==> config.mk <==
export PLATFORM = sky130hd
export DESIGN_NAME = fc_scheduler
export DESIGN_NICKNAME = d
export VERILOG_FILES = /design/src/rtl/fc_scheduler.sv
export SDC_FILE = /design/constraint.sdc
export NUM_CORES = 1
export LEC_CHECK = 0
export ABC_AREA = 1
export CORE_UTILIZATION = 40
export DETAILED_ROUTE_END_ITERATION = 10
export GPL_TIMING_DRIVEN = 0
export HOLD_SLACK_MARGIN = 0.02
export PLACE_DENSITY = 0.62
export SLEW_MARGIN = 20
export SYNTH_ARGS = -nofsm -noshare
export SYNTH_HDL_FRONTEND = slang
export SYNTH_SLANG_ARGS = --single-unit
==> constraint.sdc <==
create_clock -name clk -period 2.95 [get_ports clk]
set_clock_uncertainty 0.1 [all_clocks]
set_input_delay 0.7375 -clock clk [delete_from_list [all_inputs] [get_ports clk]]
set_output_delay 0.7375 -clock clk [all_outputs]
set_load 0.005 [all_outputs]
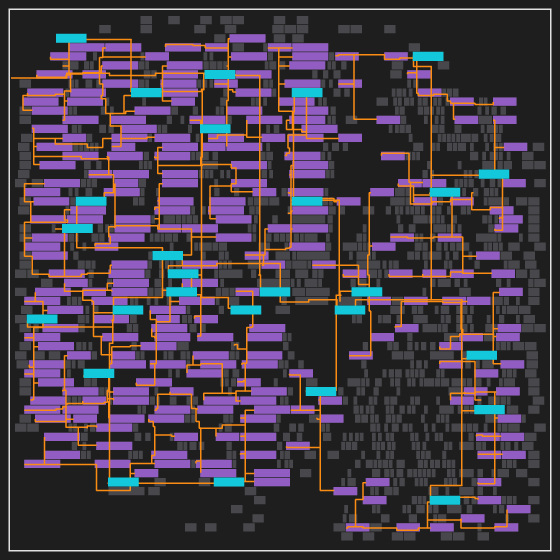
(clock distribution)
cyan -> clock drivers  # count 27
purple -> flip-flops  # count 248
orange -> clock wires  # length 3070 um
flops lie = all over the die
routed clock nets = 28
part of the power in the clock network: 0.290
insertion delay at the late pin of the worst-skew pair: 0.54 ns
power dissipated in the clock network: 3.21 mW

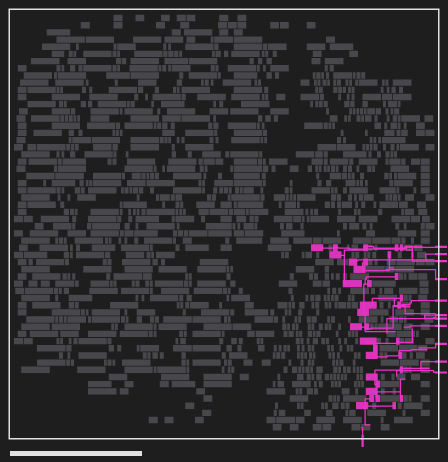
(wires at chosen ports, followed through buffers)
Scale bar: 50 um.
magenta -> `fc_data_out`  # bits 12, direction input, end cells 36, buffers 12, wire 533 um
PortBufs: 146
num ports: 148

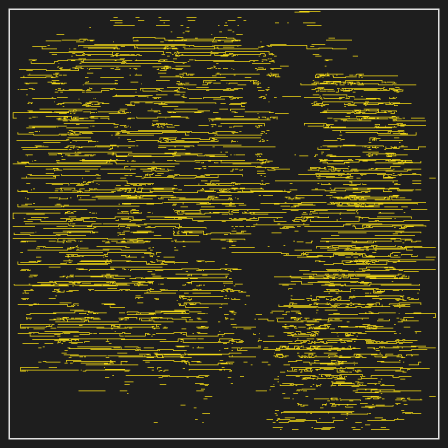
(metal 1)
wire length on this layer = 11600 um
main direction = horizontal
nets with wire on the layer = 1176
longest straight run = 46.5 um
share of all routed wire = 45%
total routed wirelength: 25800 um
met1 Usage GRT: 0.260
DR vias: 7811

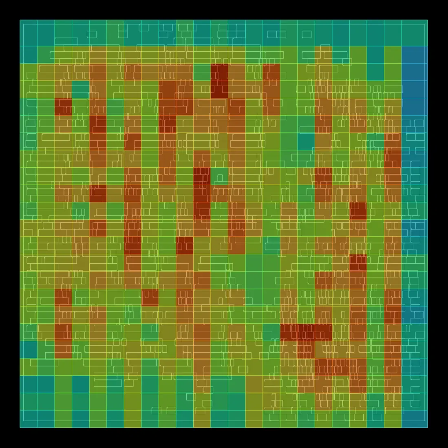
(routing congestion)
global-route usage over all layers: 0.196
met3 track utilization from global routing: 0.0317
most heavily used metal layer in global routing: met2
GR met2 Demand/Resource: 0.334
routed length per placed instance: 16.4 um

==> metrics.csv <==
stage;metric;value;unit
logic_synthesis;Seq cells post-synth;248;
global_routing;antenna violations before repair;1;
cts;clock tree from TritonCTS;yes;
die;die outline area;26300;um2
setup_path;worst reg-to-reg path cell count;11;
logic_synthesis;area share of the largest cell type after synthesis;0.421;
placement;HPWL Detailed;17500;um
setup_path;Worst setup SP type;register;
logic_synthesis;mux cell area share after synthesis;0;
die;row count;58;
logic_synthesis;library cells used by synthesis;39;
layout;flip-flop count of the largest register, all copies and words added;144;
layout;layout cell share with drive strength beyond 1;0.0786;
final_timing;timing-limited maximum frequency;349;MHz
flow_run;OpenROAD warning count;31;
logic_synthesis;most frequent cell after synthesis;sky130_fd_sc_hd__nor2_1;
placement;Final GP Congestion;0.863;
final_timing;final critical delay including setup and external delays;2.86;ns
cts;TritonCTS Sinks;248;
global_routing;global-route wire length before repair;39800;um
power;Power Dens Cells;841;nW/um2
final_timing;hold_ws;0.363;ns
logic_synthesis;cells in synth_stat.txt;1045;
global_routing;via count of the first global-routing pass;7308;
cts;CTS Hold Buffers Added;0;
die;initial standard-cell utilization of the core;0.407;
die;die span in x;162;um
setup_path;critical path type;reg -> out;
cts;setup repair bufs after CTS;0;
power;switching share of power;0.325;
setup_path;arrival time at the worst endpoint;2.03;ns
route;DRT antenna net count;0;
die;height of the die;162;um
logic_synthesis;Post-synth top flop;sky130_fd_sc_hd__edfxtp_1;
logic_synthesis;largest cells by area after synthesis;sky130_fd_sc_hd__edfxtp_1 42%, sky130_fd_sc_hd__dfxtp_1 20%, sky130_fd_sc_hd__nor2_1 6.8%;
flow_run;number of max-capacitance violations reported;0;
global_routing;maximum number of pins on one net before global-route repair;23;
final_timing;hold violation total from the final report;0;
final_timing;Relative slew margins;0.583;
route;first-pass detailed-route iteration total;5;
die;Floorplan Core Area;25200;um2
status;status;finished, final reports clean;
final_timing;final period utilization;0.971;
logic_synthesis;synthesis area per yosys;10300;um2
logic_synthesis;async set-or-reset flop fraction in the synthesized netlist;0;
power;sequential-cell power consumption;4.54;mW
min_path;number of instances on the worst hold path;2;
final_timing;Final Setup Violations;0;
final_timing;Slew Limit Fails;0;
==> routing by layer <==
| layer | global-route usage | vias up | share of wire |
|---|---|---|---|
| met2 | 0.334 | 223 | 0.47 |
| met4 | 0.0459 | 0 | 0.018 |
| met1 | 0.260 | 3655 | 0.45 |
| met5 | 0 | - | 0 |
| met3 | 0.0317 | 32 | 0.060 |
| li1 | - | 3901 | - |
==> cell usage in the layout, fill, tap and decap left out, drive strengths merged, types with 2 or more instances in the layout <==
| cell | count |
|---|---|
| fa | 2 |
| a211oi | 2 |
| buf | 36 |
| o21ai | 142 |
| nand2 | 132 |
| xnor2 | 3 |
| xor2 | 3 |
| or2 | 2 |
| and2 | 2 |
| o21a | 9 |
| dfxtp | 104 |
| clkbuf | 54 |
| nor3 | 8 |
| nand3 | 30 |
| a21oi | 58 |
| ha | 21 |
| a31oi | 37 |
| nand4 | 7 |
| edfxtp | 144 |
| clkdlybuf4s50 | 145 |
| nor2 | 190 |
| inv | 99 |
| clkinv | 11 |
==> worst max-delay path, stage by stage (launching register included) <==
cell	delay [ns]
sky130_fd_sc_hd__dfxtp_1	0.38
sky130_fd_sc_hd__inv_2	0.13
sky130_fd_sc_hd__nand2_4	0.09
sky130_fd_sc_hd__nor2_1	0.13
sky130_fd_sc_hd__nand4_1	0.18
sky130_fd_sc_hd__inv_1	0.09
sky130_fd_sc_hd__clkdlybuf4s50_1	0.49
==> final cells by class <==
type,instances,area (um2)
Clock inverter,14,114
Multi-Input combinational cell,651,3270
Tap cell,330,413
Buffer,48,241
Timing Repair Buffer,152,1610
Clock buffer,36,729
Sequential cell,248,6410
Fill cell,2253,12000
Inverter,98,370
==> timing repair <==
item / 4_1_cts / 5_1_grt
endpoints found under the setup margin: 1 / 0
hold endpoints to repair: 0 / 0
resized: 1 / 0
Power and IR drop assume default switching activity.
